Run 1, routed metal per tile:
The die is cut into 24 by 25 equal tiles; black is low, pale yellow is high, scaled to the fullest tile. Values are wire area over tile area, all layers added.
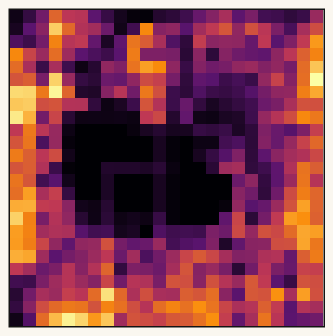
Run 1, routed clock nets over the placement:
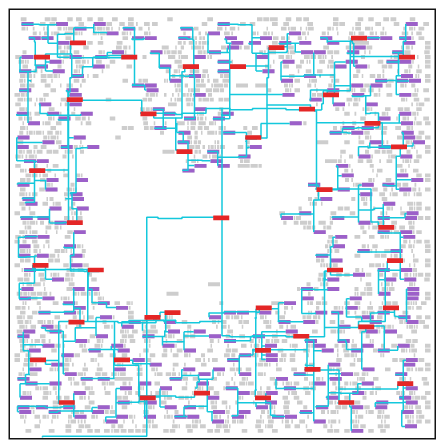
Run 1, layout detail:
Scale bar: 10 um. Region (110, 61) to (135, 86) um. Cells in grey, sequential cells in the stronger grey; small squares are vias.
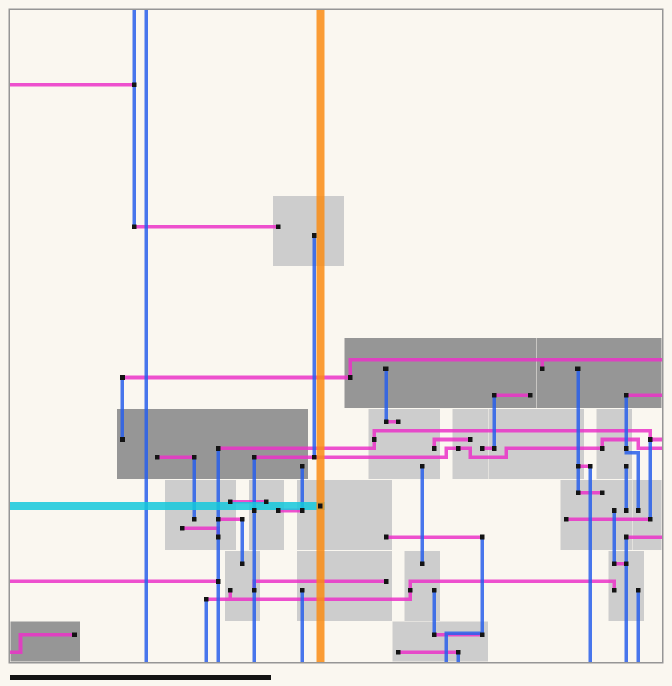
## config.mk

```make
export PLATFORM = sky130hd
export DESIGN_NAME = render_sequencer
export DESIGN_NICKNAME = d
export VERILOG_FILES = /design/src/rtl/render_sequencer.sv
export SDC_FILE = /design/constraint.sdc
export NUM_CORES = 1
export LEC_CHECK = 0
export CAP_MARGIN = 40
export CORE_AREA = 2 2 242 244
export CTS_BUF_LIST = sky130_fd_sc_hd__clkbuf_8 sky130_fd_sc_hd__clkbuf_16
export DETAILED_ROUTE_END_ITERATION = 10
export DIE_AREA = 0 0 244 246
export GPL_ROUTABILITY_DRIVEN = 0
export PLACE_DENSITY_LB_ADDON = 0.15
export SYNTH_ARGS = -nofsm -noshare
export SYNTH_HDL_FRONTEND = slang
export SYNTH_SLANG_ARGS = --single-unit
export TNS_END_PERCENT = 20
```

## constraint.sdc

```tcl
create_clock -name clk -period 2.8 [get_ports clk]
set_input_delay 0.7 -clock clk [delete_from_list [all_inputs] [get_ports clk]]
set_output_delay 0.7 -clock clk [all_outputs]
set_load 0.02 [all_outputs]
```

## src/rtl/render_sequencer.sv

```systemverilog
// render_sequencer
//   Frame-level control sequencer. Walks a triangle list in an external
//   synchronous RAM, hands each triangle to the rasterizer with a start pulse,
//   waits for its done, then rotates the 2- or 3-deep framebuffer set.
//
// Ports
//   clk, reset_n      GPU clock, synchronous active-low reset
//   user_key          debounced start key (already synchronised)
//   continuous        restart the next frame right after each swap
//   tri_count         triangles per frame, clamped to NUM_TRI
//   tri_addr/tri_data triangle RAM port (data one cycle after address)
//   p1/p2/p3          registered vertices {z,y,x}
//   raster_start/done rasterizer handshake
//   vsync             vertical sync pulse
//   buffer_select     back buffer, front_buffer displayed buffer
//   busy, frame_count status
//
// Build option
//   RENDER_SEQ_VSYNC_SWAP_EN  when defined, the swap waits for vsync.

module render_sequencer #(
  parameter int NUM_TRI         = 16,
  parameter int NUM_BUFFERS     = 2,
  parameter int COORD_W         = 32,
  parameter int START_CYCLES    = 4,
  parameter int DEBOUNCE_CYCLES = 1024
) (
  input  logic                         clk,
  input  logic                         reset_n,
  input  logic                         user_key,
  input  logic                         continuous,
  input  logic [$clog2(NUM_TRI+1)-1:0] tri_count,
  output logic [$clog2(NUM_TRI)-1:0]   tri_addr,
  input  logic [9*COORD_W-1:0]         tri_data,
  output logic [3*COORD_W-1:0]         p1,
  output logic [3*COORD_W-1:0]         p2,
  output logic [3*COORD_W-1:0]         p3,
  output logic                         raster_start,
  input  logic                         raster_done,
  input  logic                         vsync,
  output logic [1:0]                   buffer_select,
  output logic [1:0]                   front_buffer,
  output logic                         busy,
  output logic [15:0]                  frame_count
);

  localparam int AW = $clog2(NUM_TRI);
  localparam int CW = $clog2(NUM_TRI+1);
  localparam int DW = $clog2(DEBOUNCE_CYCLES+1);
  localparam int SW = (START_CYCLES > 1) ? $clog2(START_CYCLES) : 1;
  localparam int VW = 3*COORD_W;

  localparam logic [CW-1:0] N_TRI    = CW'(NUM_TRI);
  localparam logic [DW-1:0] DEB_MAX  = DW'(DEBOUNCE_CYCLES);
  localparam logic [SW-1:0] ST_LAST  = SW'(START_CYCLES-1);
  localparam logic [1:0]    BUF_LAST = 2'(NUM_BUFFERS-1);

  typedef enum logic [3:0] {
    S_IDLE, S_DEBOUNCE, S_FETCH, S_LOAD, S_START,
    S_WAIT, S_NEXT, S_SWAP_WAIT, S_SWAP
  } state_t;

  state_t state_q, state_d;

  logic [DW-1:0] deb_q, deb_d;
  logic [CW-1:0] idx_q, idx_d;
  logic [CW-1:0] cnt_q, cnt_d;
  logic [SW-1:0] stc_q, stc_d;
  logic [AW-1:0] tri_addr_q, tri_addr_d;
  logic [VW-1:0] p1_q, p1_d, p2_q, p2_d, p3_q, p3_d;
  logic          raster_start_q, raster_start_d;
  logic [1:0]    bs_q, bs_d, fb_q, fb_d;
  logic          busy_q, busy_d;
  logic [15:0]   fc_q, fc_d;

  logic [CW-1:0] idx_inc;
  logic          frame_begin;   // entering FETCH for the first triangle
  logic          swap_go;

  assign idx_inc = idx_q + CW'(1);

`ifdef RENDER_SEQ_VSYNC_SWAP_EN
  assign swap_go = vsync;
`else
  assign swap_go = 1'b1;
  logic unused_vsync;
  assign unused_vsync = vsync;
`endif

  // State register
  always_ff @(posedge clk) begin
    if (!reset_n) state_q <= S_IDLE;
    else          state_q <= state_d;
  end

  // Next-state logic
  always_comb begin
    state_d = state_q;
    case (state_q)
      S_IDLE:      if (user_key) state_d = S_DEBOUNCE;
      S_DEBOUNCE:  if (!user_key) state_d = (deb_q >= DEB_MAX) ? S_FETCH : S_IDLE;
      S_FETCH:     state_d = (cnt_q == '0) ? S_SWAP_WAIT : S_LOAD;
      S_LOAD:      state_d = S_START;
      S_START:     if (stc_q == ST_LAST) state_d = S_WAIT;
      S_WAIT:      if (raster_done) state_d = S_NEXT;
      S_NEXT:      state_d = (idx_inc < cnt_q) ? S_FETCH : S_SWAP_WAIT;
      S_SWAP_WAIT: if (swap_go) state_d = S_SWAP;
      S_SWAP:      state_d = continuous ? S_FETCH : S_IDLE;
      default:     state_d = S_IDLE;
    endcase
  end

  // Output / datapath logic. Registered outputs are computed from the next
  // state so they line up with the state they belong to.
  always_comb begin
    deb_d          = deb_q;
    idx_d          = idx_q;
    cnt_d          = cnt_q;
    stc_d          = '0;
    tri_addr_d     = tri_addr_q;
    p1_d           = p1_q;
    p2_d           = p2_q;
    p3_d           = p3_q;
    bs_d           = bs_q;
    fb_d           = fb_q;
    fc_d           = fc_q;
    frame_begin    = (state_d == S_FETCH) && (state_q != S_NEXT);

    if (state_q == S_IDLE)
      deb_d = '0;
    else if (state_q == S_DEBOUNCE && user_key && deb_q != DEB_MAX)
      deb_d = deb_q + DW'(1);   // saturates at the threshold

    if (frame_begin) begin
      idx_d = '0;
      cnt_d = (tri_count > N_TRI) ? N_TRI : tri_count;
    end else if (state_q == S_NEXT) begin
      idx_d = idx_inc;
    end

    if (state_q == S_START) stc_d = stc_q + SW'(1);

    // idx is always below NUM_TRI whenever FETCH is entered
    if (state_d == S_FETCH) tri_addr_d = idx_d[AW-1:0];

    if (state_q == S_LOAD) begin
      p1_d = tri_data[VW-1:0];
      p2_d = tri_data[2*VW-1:VW];
      p3_d = tri_data[3*VW-1:2*VW];
    end

    // Both indices move on the same edge, so they can never collide.
    if (state_d == S_SWAP) begin
      fb_d = bs_q;
      bs_d = (bs_q == BUF_LAST) ? 2'd0 : bs_q + 2'd1;
      fc_d = fc_q + 16'd1;
    end

    raster_start_d = (state_d == S_START);
    busy_d         = (state_d != S_IDLE) && (state_d != S_DEBOUNCE);
  end

  always_ff @(posedge clk) begin
    if (!reset_n) begin
      deb_q          <= '0;
      idx_q          <= '0;
      cnt_q          <= '0;
      stc_q          <= '0;
      tri_addr_q     <= '0;
      p1_q           <= '0;
      p2_q           <= '0;
      p3_q           <= '0;
      raster_start_q <= 1'b0;
      bs_q           <= 2'd1;
      fb_q           <= 2'd0;
      busy_q         <= 1'b0;
      fc_q           <= '0;
    end else begin
      deb_q          <= deb_d;
      idx_q          <= idx_d;
      cnt_q          <= cnt_d;
      stc_q          <= stc_d;
      tri_addr_q     <= tri_addr_d;
      p1_q           <= p1_d;
      p2_q           <= p2_d;
      p3_q           <= p3_d;
      raster_start_q <= raster_start_d;
      bs_q           <= bs_d;
      fb_q           <= fb_d;
      busy_q         <= busy_d;
      fc_q           <= fc_d;
    end
  end

  assign tri_addr      = tri_addr_q;
  assign p1            = p1_q;
  assign p2            = p2_q;
  assign p3            = p3_q;
  assign raster_start  = raster_start_q;
  assign buffer_select = bs_q;
  assign front_buffer  = fb_q;
  assign busy          = busy_q;
  assign frame_count   = fc_q;

endmodule

```

==> tab_implementation.tex, run 1 <==
% Synthesis and place-and-route results
\begin{tabular}{lr}
\hline
Metric & Value \\
\hline
\multicolumn{2}{l}{\textbf{Final timing}} \\
\quad Worst max-slew margin expressed relative to the limit & 50.24\% \\
\quad Max-slew violation total from the final report & 0 \\
\quad Smallest hold slack & 0.4445 ns \\
\quad Worst Skew & 0.01299 ns \\
\quad Final setup violation count & 0 \\
\quad Hold Violations, Final & 0 \\
\multicolumn{2}{l}{\textbf{Die}} \\
\quad Initial core utilization & 22.91\% \\
\quad Tap cell instance count & 765 \\
\quad Y dimension of the die & 246 um \\
\multicolumn{2}{l}{\textbf{Synth}} \\
\quad Cell count listed in synth\_stat.txt & 1536 \\
\quad Main logic family after synthesis & simple AND/OR/NAND/NOR gates \\
\quad Flops \& latches, synth & 341 \\
\quad Summed instance area of the synthesized netlist & 13140 um\^{}2 \\
\quad Async S/R FF share, synth & 0\% \\
\multicolumn{2}{l}{\textbf{Place}} \\
\quad Placed Instances & 2829 \\
\quad Post-place instance area & 20040 um\^{}2 \\
\quad Dpl ws & 0.05339 ns \\
\multicolumn{2}{l}{\textbf{Final layout}} \\
\quad Multi-input combinational area share & 27.11\% \\
\quad Layout sequential cell count & 341 \\
\quad Largest class & sequential cells \\
\quad Portion of the layout cell area used by clock cells & 6.091\% \\
\quad Count of inserted antenna diode cells & 3 \\
\multicolumn{2}{l}{\textbf{Min path}} \\
\quad Class of the most critical hold timing path & reg2reg \\
\multicolumn{2}{l}{\textbf{Critical path}} \\
\quad Most frequent cell on the critical path & ha\_1 \\
\multicolumn{2}{l}{\textbf{Clock network}} \\
\quad CTS hold repair buffers & 0 \\
\multicolumn{2}{l}{\textbf{Detailed routing}} \\
\quad DRT met1 WL & 19870 um \\
\quad Met2 WL post-DR & 23650 um \\
\multicolumn{2}{l}{\textbf{Run status}} \\
\quad Result of the run & finished clean \\
\multicolumn{2}{l}{\textbf{Global route}} \\
\quad Met2 GRT Util & 27.10\% \\
\hline
\end{tabular}
Back to the opening pictures, 'routed metal per tile':
10% of the tiles are nearly empty. 30% of the tiles are over half the peak. The mean over all tiles is 0.14. The fullest tile reaches 0.38. The emptiest ninth of the die: centre.
global-route usage over all layers: 15.73%
WL per Instance: 16.90 um
total number of vias: 12250

Back to the opening pictures, 'routed clock nets over the placement':
clock wires: drawn in cyan, length 5390 um. clock-net drivers: drawn in red, count 42. flip-flops: drawn in purple, count 341.
There are 43 routed clock nets. Position of the flops: all over the die.

Back to the opening pictures, 'layout detail':
M4: drawn in orange. M2: drawn in blue. M1: drawn in magenta. M3: drawn in cyan.
Most frequent: nand2_1 (6), clkdlybuf4s50_1 (4), dfxtp_1 (3). Sequential cells in the window: 3. Netlist names of flops here include p3 (3). 17 logic cells have their middle in the window.

==> run 1: flip-flops by register name, indices dropped and copies added, names as in the netlist, 4 cells and up <==
register,flops
deb_q,11
frame_count,16
p1,96
tri_addr,4
p3,96
p2,96
idx_q,5
cnt_q,5
state_q,4
==> run 1: worst paths after layout <==
| check | cells after the start | from | to | slack (ns) |
|---|---|---|---|---|
| setup reg to reg | 9 | idx_q[0] | idx_q[1] | 0.33 |
| hold / removal | 1 | stc_q[0] | stc_q[0] | 0.44 |
| hold reg to reg | 1 | stc_q[0] | stc_q[0] | 0.44 |
| setup / recovery | 9 | idx_q[0] | idx_q[1] | 0.33 |
==> run 1: power breakdown <==
part	internal [mW]	total [mW]	switching [mW]
Combinational	0.429	0.571	0.142
Sequential	4.85	4.86	0.00196
Clock	3.08	5.20	2.12
Run 1, gate families picked out:
Scale bar: 50 um.
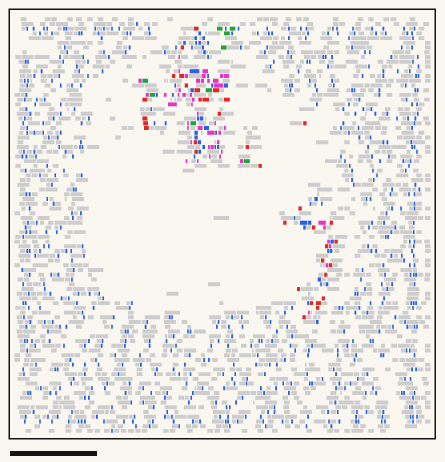

==> run 2, diff against run 1 <==
--- a/config.mk
+++ b/config.mk
@@ -11,7 +11,7 @@
 export DETAILED_ROUTE_END_ITERATION = 10
 export DIE_AREA = 0 0 244 246
 export GPL_ROUTABILITY_DRIVEN = 0
-export PLACE_DENSITY_LB_ADDON = 0.15
+export HOLD_SLACK_MARGIN = 0.05
 export SYNTH_ARGS = -nofsm -noshare
 export SYNTH_HDL_FRONTEND = slang
 export SYNTH_SLANG_ARGS = --single-unit
==> constraint.sdc (replaced) <==
create_clock -name clk -period 2.25 [get_ports clk]
set_input_delay 0.5625 -clock clk [delete_from_list [all_inputs] [get_ports clk]]
set_output_delay 0.5625 -clock clk [all_outputs]
set_load 0.02 [all_outputs]
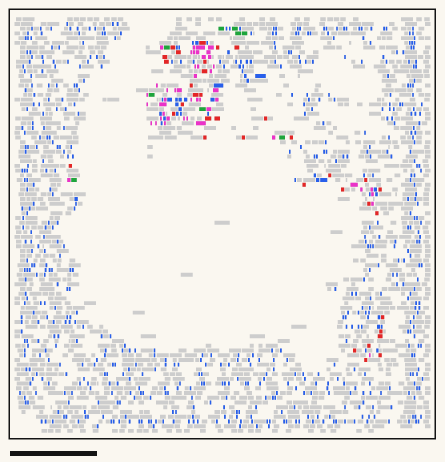
Run 2: gate families picked out
Scale bar: 50 um.
mux cells: drawn in green, cells 9, where north. and/or cells: drawn in red, cells 35. nor cells: drawn in magenta, cells 46. nand cells: drawn in blue, cells 631, where all over the die.

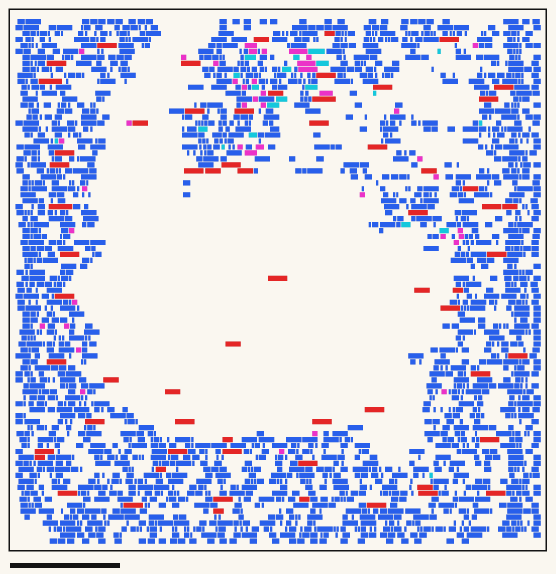
Run 2: cells by drive strength
Scale bar: 50 um.
x1 and smaller: drawn in blue, cells 2028, most used nand2_1. x6 and larger: drawn in red, cells 64, most used clkbuf_16. x3 and x4: drawn in magenta, cells 42, most used buf_4. x2: drawn in cyan, cells 20, most used clkinv_2.

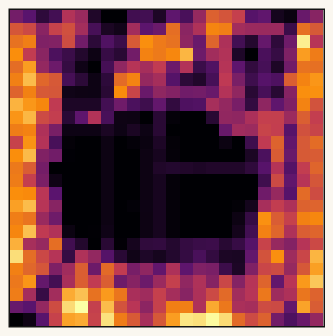
Run 2: routed metal per tile
The die is cut into 24 by 25 equal tiles; black is low, pale yellow is high, scaled to the fullest tile. Values are wire area over tile area, all layers added.
The emptiest ninth of the die: centre. 16% of the tiles are nearly empty. The fullest tile reaches 0.38.

==> tab_implementation.tex, run 2 <==
% Synthesis and place-and-route results
\begin{tabular}{lr}
\hline
Metric & Value \\
\hline
\multicolumn{2}{l}{\textbf{Critical path}} \\
\quad Critical path endpoint & frame\_count[1] \\
\quad Reg-to-reg slack, setup & 0.1 ns (-0.23 ns) \\
\quad Worst reg2reg path depth & 9 (unchanged) \\
\quad Reg2Reg Launch Point & idx\_q[1] \\
\quad Critical path origin & frame\_count[1] \\
\quad Critical-path cell list & clkdlybuf4s50\_1 \\
\quad RR Endpoint & idx\_q[2] \\
\quad Critical path peak fanout & 4 \\
\quad Depth of the critical timing path with buffers and inverters included & 1 (-8) \\
\multicolumn{2}{l}{\textbf{Global route}} \\
\quad Initial antenna violation count & 6 \\
\quad Met2 GRT Util & 26.38\% (-0.72 points) \\
\multicolumn{2}{l}{\textbf{Final layout}} \\
\quad Portion of the layout cell area used by clock cells & 6.003\% (-0.088 points) \\
\quad Final non-filler cell total & 2924 \\
\quad Layout Cell Area excl Fill & 21590 um\^{}2 \\
\quad Count of inserted antenna diode cells & 5 (+2) \\
\quad P\&R area growth vs syn & 64.32\% \\
\quad Largest class & sequential cells \\
\quad Multi-input combinational area share & 27.03\% (-0.087 points) \\
\quad Layout sequential cell count & 341 (unchanged) \\
\multicolumn{2}{l}{\textbf{Pwr}} \\
\quad Part of the total power dissipated in combinational logic & 5.4\% (about the same) \\
\quad Power dissipated by switching net loads & 2.706 mW (+20\%) \\
\quad Sequential fraction of design power & 46.0\% (+0.3 points) \\
\quad Power Internal & 10.41 mW (+25\%) \\
\quad Sw Share & 20.63\% (-0.68 points) \\
\quad Fraction of power consumed by the clock network & 48.5\% (-0.4 points) \\
\multicolumn{2}{l}{\textbf{Final timing}} \\
\quad Final setup violation count & 0 (unchanged) \\
\quad Worst Skew & 0.009445 ns (-0.003544 ns) \\
\quad Worst max-slew margin expressed relative to the limit & 66.16\% (+16 points) \\
\quad Final critical-path required period & 2.154 ns \\
\quad Max-slew violation total from the final report & 0 (unchanged) \\
\quad Hold Violations, Final & 0 (unchanged) \\
\multicolumn{2}{l}{\textbf{Synth}} \\
\quad Summed instance area of the synthesized netlist & 13140 um\^{}2 (unchanged) \\
\quad Post-synth net total & 1844 \\
\quad Flops \& latches, synth & 341 (unchanged) \\
\quad Main logic family after synthesis & simple AND/OR/NAND/NOR gates \\
\multicolumn{2}{l}{\textbf{Place}} \\
\quad Placed Instances & 2846 (+0.60\%) \\
\quad Dpl ws & -0.09592 ns (-0.1493 ns) \\
\multicolumn{2}{l}{\textbf{Min path}} \\
\quad Class of the most critical hold timing path & reg2reg \\
\quad Hold path endpoint & stc\_q[0] \\
\quad Startpoint of the tightest hold check path & stc\_q[0] \\
\quad Hold depth & 1 (unchanged) \\
\multicolumn{2}{l}{\textbf{Die}} \\
\quad Die Footprint & 60020 um\^{}2 \\
\quad Initial core utilization & 22.91\% (unchanged) \\
\multicolumn{2}{l}{\textbf{Run status}} \\
\quad Result of the run & finished clean \\
\multicolumn{2}{l}{\textbf{Detailed routing}} \\
\quad Post-route ant nets & 0 \\
\quad Routed wire length & 46920 um \\
\hline
\end{tabular}
run 2: power by group through the flow:
| stage | combinational [mW] | sequential (mW) | clock (mW) |
|---|---|---|---|
| after floorplan | 0.139 | 6.17 | 0 |
| after global placement | 0.710 | 6.17 | 0 |
| after detailed placement | 0.713 | 6.17 | 0 |
| after CTS | 0.718 | 6.04 | 6.61 |
| after global routing | 0.758 | 6.04 | 6.85 |
| final | 0.713 | 6.04 | 6.36 |
run 2: per-layer routing:
layer / up-vias / wire [um]
met3: 78 / 3949
met4: 2 / 1441
li1: 6177 / -
met1: 5769 / 18710
met5: - / 13
met2: 469 / 22800
run 2: timing repair:
item,in CTS,in global routing
gates resized,9,16
setup buffers,0,2
setup endpoints to repair,13,13
gates cloned,0,0
pin swaps,0,7
hold buffers,0,0
Power is estimated from default activity; no workload was simulated.
